## src/rtl/dlx_pkg.sv

```systemverilog
// Shared DLX pipeline types and constants.
package dlx_pkg;
    localparam int XLEN = 32;
    localparam logic [XLEN-1:0] DLX_NOP = 32'h0000_0000;

    typedef struct packed {
        logic [XLEN-1:0] instr;
        logic [XLEN-1:0] pc4;
    } fetch_pkt_t;
endpackage

```

## src/rtl/if_id_fetch_queue_if.sv

```systemverilog
// IF->ID handshake bundle: fetch side in, decode side out, plus flush and occupancy.
interface if_id_fetch_queue_if #(
    parameter int XLEN  = dlx_pkg::XLEN,
    parameter int DEPTH = 4
);
    localparam int CW = $clog2(DEPTH) + 1;

    logic [XLEN-1:0] instruction_in;
    logic [XLEN-1:0] add_pc_4_in;
    logic            if_valid_in;
    logic            if_stall_out;
    logic            flush_in;
    logic [XLEN-1:0] instruction_out;
    logic [XLEN-1:0] pc_4_out;
    logic            id_valid_out;
    logic            id_ready_in;
    logic [CW-1:0]   count_out;

    modport master (
        output instruction_in, add_pc_4_in, if_valid_in, flush_in, id_ready_in,
        input  if_stall_out, instruction_out, pc_4_out, id_valid_out, count_out
    );

    modport slave (
        input  instruction_in, add_pc_4_in, if_valid_in, flush_in, id_ready_in,
        output if_stall_out, instruction_out, pc_4_out, id_valid_out, count_out
    );
endinterface

```

## src/rtl/if_id_fetch_queue_mem.sv

```systemverilog
// Fetch packet storage: synchronous write, combinational (show-ahead) read.
module fetch_queue_mem
    import dlx_pkg::*;
#(
    parameter int DEPTH = 4,
    localparam int AW   = $clog2(DEPTH)
) (
    input  logic          clk,
    input  logic          wr_en,
    input  logic [AW-1:0] wr_addr,
    input  fetch_pkt_t    wr_data,
    input  logic [AW-1:0] rd_addr,
    output fetch_pkt_t    rd_data
);
    fetch_pkt_t mem [DEPTH];

    always_ff @(posedge clk) begin
        if (wr_en) mem[wr_addr] <= wr_data;
    end

    assign rd_data = mem[rd_addr];
endmodule

```

## src/rtl/if_id_fetch_queue.sv

```systemverilog
// IF/ID decoupling queue: in-order fetch packets to decode, stalls IF when full,
// and drops everything on a redirect.
module if_id_fetch_queue
    import dlx_pkg::*;
#(
    parameter int DEPTH = 4
) (
    input  logic                clk,
    input  logic                reset,
    if_id_fetch_queue_if.slave  bus
);
    localparam int AW = $clog2(DEPTH);
    localparam int CW = AW + 1;

    logic [AW-1:0] wr_ptr;
    logic [AW-1:0] rd_ptr;
    logic [CW-1:0] count;
    logic          full;
    logic          not_empty;
    logic          push;
    logic          pop;
    fetch_pkt_t    wr_pkt;
    fetch_pkt_t    head_pkt;

    // Status comes only from the registered count, so a pop never frees a slot
    // for a push in the same cycle.
    assign full      = (count == CW'(DEPTH));
    assign not_empty = (count != '0);

    assign push = bus.if_valid_in & ~full & ~bus.flush_in;
    assign pop  = not_empty & bus.id_ready_in & ~bus.flush_in;

    assign wr_pkt.instr = bus.instruction_in;
    assign wr_pkt.pc4   = bus.add_pc_4_in;

    fetch_queue_mem #(.DEPTH(DEPTH)) u_mem (
        .clk     (clk),
        .wr_en   (push),
        .wr_addr (wr_ptr),
        .wr_data (wr_pkt),
        .rd_addr (rd_ptr),
        .rd_data (head_pkt)
    );

    always_ff @(posedge clk) begin
        if (reset || bus.flush_in) begin
            wr_ptr <= '0;
            rd_ptr <= '0;
            count  <= '0;
        end else begin
            if (push) wr_ptr <= wr_ptr + AW'(1);
            if (pop)  rd_ptr <= rd_ptr + AW'(1);
            case ({push, pop})
                2'b10:   count <= count + CW'(1);
                2'b01:   count <= count - CW'(1);
                default: count <= count;
            endcase
        end
    end

    assign bus.if_stall_out    = full;
    assign bus.id_valid_out    = not_empty;
    assign bus.count_out       = count;
    assign bus.instruction_out = not_empty ? head_pkt.instr : DLX_NOP;
    assign bus.pc_4_out        = not_empty ? head_pkt.pc4 : '0;
endmodule

```

## src/flat_wrapper.sv

```systemverilog
// flat-port wrapper written by rule: the top's interface ports become plain ports
module if_id_fetch_queue_flat import dlx_pkg::*;
#(
    parameter int DEPTH = 4
)
  (clk, reset, bus_instruction_in, bus_add_pc_4_in, bus_if_valid_in, bus_flush_in, bus_id_ready_in, bus_if_stall_out, bus_instruction_out, bus_pc_4_out, bus_id_valid_out, bus_count_out);
  if_id_fetch_queue_if #(.XLEN(XLEN), .DEPTH(DEPTH)) bus_i ();
  input  logic clk;
  input  logic reset;
  input wire logic [$bits(bus_i.instruction_in)-1:0] bus_instruction_in;
  input wire logic [$bits(bus_i.add_pc_4_in)-1:0] bus_add_pc_4_in;
  input wire logic [$bits(bus_i.if_valid_in)-1:0] bus_if_valid_in;
  input wire logic [$bits(bus_i.flush_in)-1:0] bus_flush_in;
  input wire logic [$bits(bus_i.id_ready_in)-1:0] bus_id_ready_in;
  output wire logic [$bits(bus_i.if_stall_out)-1:0] bus_if_stall_out;
  output wire logic [$bits(bus_i.instruction_out)-1:0] bus_instruction_out;
  output wire logic [$bits(bus_i.pc_4_out)-1:0] bus_pc_4_out;
  output wire logic [$bits(bus_i.id_valid_out)-1:0] bus_id_valid_out;
  output wire logic [$bits(bus_i.count_out)-1:0] bus_count_out;
  assign bus_i.instruction_in = bus_instruction_in;
  assign bus_i.add_pc_4_in = bus_add_pc_4_in;
  assign bus_i.if_valid_in = bus_if_valid_in;
  assign bus_i.flush_in = bus_flush_in;
  assign bus_i.id_ready_in = bus_id_ready_in;
  assign bus_if_stall_out = bus_i.if_stall_out;
  assign bus_instruction_out = bus_i.instruction_out;
  assign bus_pc_4_out = bus_i.pc_4_out;
  assign bus_id_valid_out = bus_i.id_valid_out;
  assign bus_count_out = bus_i.count_out;
  if_id_fetch_queue #(.DEPTH(DEPTH)) u_core (.clk(clk), .reset(reset), .bus(bus_i));
endmodule
```

## config.mk

```make
export PLATFORM = sky130hd
export DESIGN_NAME = if_id_fetch_queue_flat
export DESIGN_NICKNAME = d
export VERILOG_FILES = /design/src/rtl/dlx_pkg.sv /design/src/rtl/if_id_fetch_queue_if.sv /design/src/rtl/if_id_fetch_queue_mem.sv /design/src/rtl/if_id_fetch_queue.sv /design/src/flat_wrapper.sv
export SDC_FILE = /design/constraint.sdc
export NUM_CORES = 1
export LEC_CHECK = 0
export CORE_UTILIZATION = 49
export DETAILED_ROUTE_END_ITERATION = 16
export HOLD_SLACK_MARGIN = 0.1
export PLACE_DENSITY = 0.73
export RECOVER_POWER = 100
export SYNTH_ARGS = -nofsm -noshare
export SYNTH_HDL_FRONTEND = slang
export SYNTH_SLANG_ARGS = --single-unit
```

## constraint.sdc

```tcl
create_clock -name clk -period 2.9 [get_ports clk]
set_input_delay 0.58 -clock clk [delete_from_list [all_inputs] [get_ports clk]]
set_output_delay 0.58 -clock clk [all_outputs]
set_load 0.02 [all_outputs]
```

run_1/final_congestion.png
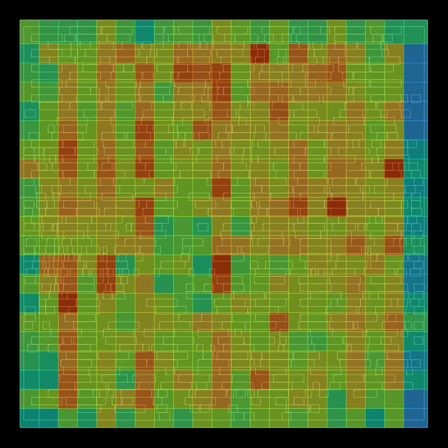
WL/cell: 20.4 um
busiest grt layer: met2
final design utilization: 63.5%
Overall Global Routing Usage: 18.4%

run_1/clock_map.png
Drawn at 4 px/um.
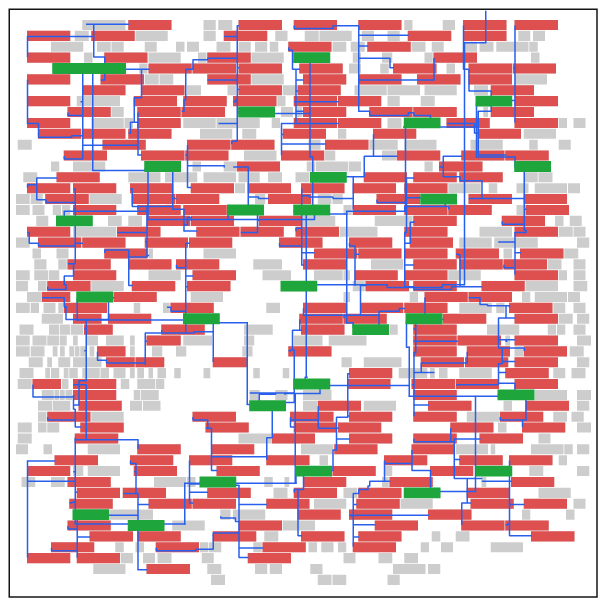
Key: green = cells driving clock nets [count 27]; blue = clock wires [length 2770 um]; red = flip-flops [count 265]
Position of the flops: all over the die. There are 28 routed clock nets.
clk pwr: 3670 uW
Worst-Skew Late Latency: 530 ps

run_1/pdn.png
Drawn at 3 px/um. Pins as bars on the die edge.
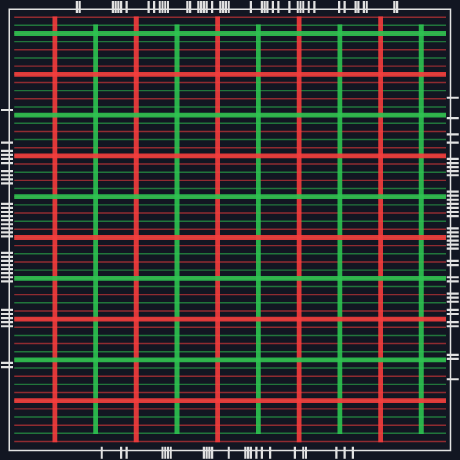
Key: red = VSS; green = VDD
10 straps on met5. 138 signal pins sit on the boundary. The core has 52 rows.
core area: 0.0204 mm^2
die y size: 147 um
VDD IR max: 601 uV

==> results_slide.txt, run 1 <==
Key Metrics from the Run

Outcome
  – Status: finished clean

Layout
  – Comb gates: roughly 170
  – Largest register FFs: between 200 and 300
  – Final #Nets: 706
  – Flop share of the area: between 60% and 70%
  – FF+latch count: between 200 and 300
  – Fin cells: about 900
  – Ant diodes: 3
  – Design area: 0.0129 mm^2
  – Fraction of area in clock buffers and inverters: between 7 and 8%
  – Area-dominant class: registers

Critical path
  – CP Data Required Time: about 2300 ps
  – Worst R2R End: u_core.bus.count_out[2]
  – R2R setup slack: between 150 and 200 ps
  – Crit-path max FO: between 60 and 70
  – CP bufs+invs: 2
  – Worst Setup EP: bus_id_valid_out
  – Levels on crit path: 3
  – Crit path DAT: between 2000 and 2500 ps
  – Crit-path cells: or3_2 -> buf_8 -> clkdlybuf4s50_1
  – Slowest CP cell: clkdlybuf4s50_1

Routing
  – Metal2 WL: around 9700 um
  – First-pass iteration count of the detailed router: 4
  – WL met1: between 7000 and 8000 um
  – DR iter-0 viols: approximately 260
  – DRC: 0
  – Drt via density: around 5.4

GRT
  – Number of global-route vias before repair: between 5000 and 6000
  – Congestion Overflow GR: 0
  – Global Route met1 Usage: ~24%
  – Initial antenna violation count: 3
  – Met2 Use GR: 32.0%
  – First-pass GRT wire length: 30100 um

Pwr
  – Clock network power share: between 40% and 50%
  – Power consumption: approximately 8300 uW
  – Combinational Power Share: 4.2%
  – Net Sw Frac: about a fifth
  – Leak: about 0.0045 uW
  – Internal power: between 6000 and 7000 uW

Logic synthesis
  – Synthesized cell area: 0.0102 mm^2
  – Distinct lib cells: 31
  – Seq share, synth: around three quarters
  – # Cells Yosys: around 460
  – Synth async-reset ratio: 0%
  – Cell area leaders: edfxtp_1, mux4_2, and2_1
  – YS warnings: 0
  – Top comb family, area: multiplexers
  – Number of enable flip-flop cells: 256

Flow run
  – Number of max-cap violations: 0

CTS
  – Clock sink count: ~270
  – # hold bufs at CTS: 0
  – Clock slew at reported path FFs: 60 ps
  – Longest Clk Path Bufs: 3

Timing
  – Final Slew Violations: 0
  – Worst setup margin: 75.4 ps
  – Clock skew: 14.6 ps
  – Worst slew pin tran: roughly 1100 ps

Floorplan
  – Die width: around 150 um
  – Row cnt: approximately 52
  – Die area: ~0.021 mm^2
  – I/O pins: between 100 and 150

Placed design
  – Port bufs: around 140
  – Gpl congestion: about 0.76
  – Placed cell count: roughly 870
  – Placed Area: around 0.012 mm^2

Worst hold path
  – Hold path depth: 2
run_1/met4.png
Drawn at 2 px/um.
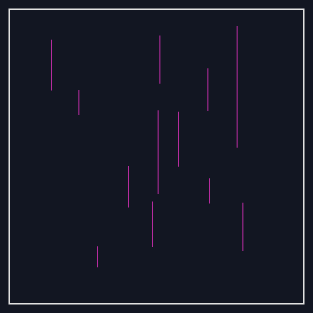

--- run 2 (diff from run 1) ---
ABC_AREA = 1   (was not set)
run_2/met4.png
Drawn at 2 px/um.
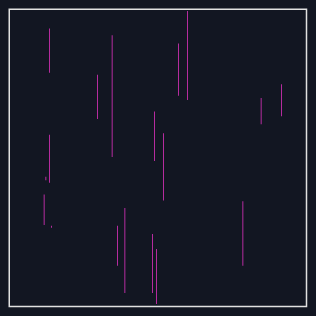
The layer holds 2.0% of the routed length. The layer carries 452 um of wire. The wires run mostly vertical. The longest straight run is 60.5 um.
Routed WL: 23200 um
DR vias: 6748

run_2/final_congestion.png
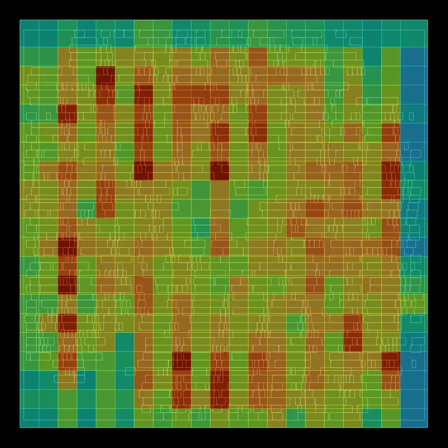
met2 Use GR: 36.1%
Global Route met1 Usage: 27.4%

==> run 2 against run 1 <==
Against the previous run:
- sequential power about the same
- die size increased by 1.7%
- flip-flop count unchanged
- synthesized area increased by 1.8%
- combinational power increased by 23%
- global-route usage increased by 2.6 points
- final area decreased by 0.30%
- largest cell class unchanged
- highest routed layer is now met5
==> results_slide.txt, run 2 <==
Key Metrics from the Run

Logic synthesis
  – Synth async-reset ratio: 0% (unchanged)
  – Top comb family, area: simple AND/OR/NAND/NOR gates
  – Distinct lib cells: 17 (-45%)
  – # Cells Yosys: 828 (+80%)
  – Synthesized cell area: 0.0104 mm^2 (+1.8%)
  – Number of enable flip-flop cells: 256 (unchanged)
  – YS warnings: 0 (unchanged)

GRT
  – Initial antenna violation count: 4 (+1)
  – Congestion Overflow GR: 0 (unchanged)
  – Overall Global Routing Usage: 20.9% (+2.6 points)
  – Number of global-route vias before repair: 6643 (+20%)
  – First-pass GRT wire length: 35000 um (+16%)
  – Busiest grt layer: met2

Critical path
  – Worst Setup EP: bus_pc_4_out[31]
  – Crit path DAT: 2250 ps (about the same)
  – Crit-path max FO: 23 (-65%)
  – Levels on crit path: 6 (+3)
  – Worst R2R End: u_core.u_mem.mem[1][7]
  – R2R setup slack: 500 ps (+320 ps)
  – CP Data Required Time: 2320 ps (about the same)
  – Crit-path cells: buf_16 -> nor2_1 -> nor2_1 -> o21ai_0 -> a21oi_1 -> clkdlybuf4s50_1
  – CP bufs+invs: 2 (unchanged)

Layout
  – Comb gates: 494 (+200%)
  – Fin cells: 1263 (+37%)
  – Fraction of area in clock buffers and inverters: 6.49% (-0.92 points)
  – Final #Nets: 1047 (+48%)
  – Ant diodes: 2 (-1)
  – Area-dominant class: registers
  – Flop share of the area: 61.1% (+0.16 points)
  – Largest register FFs: 256 (unchanged)
  – Design area: 0.0129 mm^2 (-0.30%)
  – Final design utilization: 62.7% (-0.79 points)
  – FF+latch count: 265 (unchanged)

Pwr
  – Clk pwr: 3290 uW (-10%)
  – Leak: 0.00464 uW (+3.9%)
  – Power consumption: 7980 uW (-3.6%)
  – Net Sw Frac: 20.1% (+0.67 points)
  – Combinational Power Share: 5.3% (+1.1 points)
  – Clock network power share: 41.2% (-3.1 points)
  – Internal power: 6380 uW (-4.4%)
  – VDD IR max: 526 uV (-12%)
  – Part of the power in registers: 53.5%

Routing
  – Drt via density: 5.34 (-0.36%)
  – DRC: 0 (unchanged)
  – DR iter-0 viols: 437 (+69%)
  – WL met1: 9630 um (+21%)

Timing
  – Final Slew Violations: 0 (unchanged)
  – Clock skew: 6.50 ps (-8.14 ps)
  – Worst setup margin: 71.2 ps (-4.23 ps)

Floorplan
  – Core area: 0.0206 mm^2 (+0.96%)
  – Row cnt: 52 (unchanged)
  – Tap cells: 270
  – I/O pins: 138 (unchanged)

CTS
  – Clock slew at reported path FFs: 60 ps (about the same)
  – Worst-Skew Late Latency: 520 ps (about the same)
  – Clock sink count: 265 (unchanged)

Placed design
  – Port bufs: 137 (unchanged)
  – Gpl congestion: 0.750 (-0.86%)
  – Placed Area: 0.0122 mm^2 (+0.98%)

Outcome
  – Status: finished clean

Worst hold path
  – Hold path depth: 2 (unchanged)
No activity file was given, so power comes from the tool's default toggle rates.
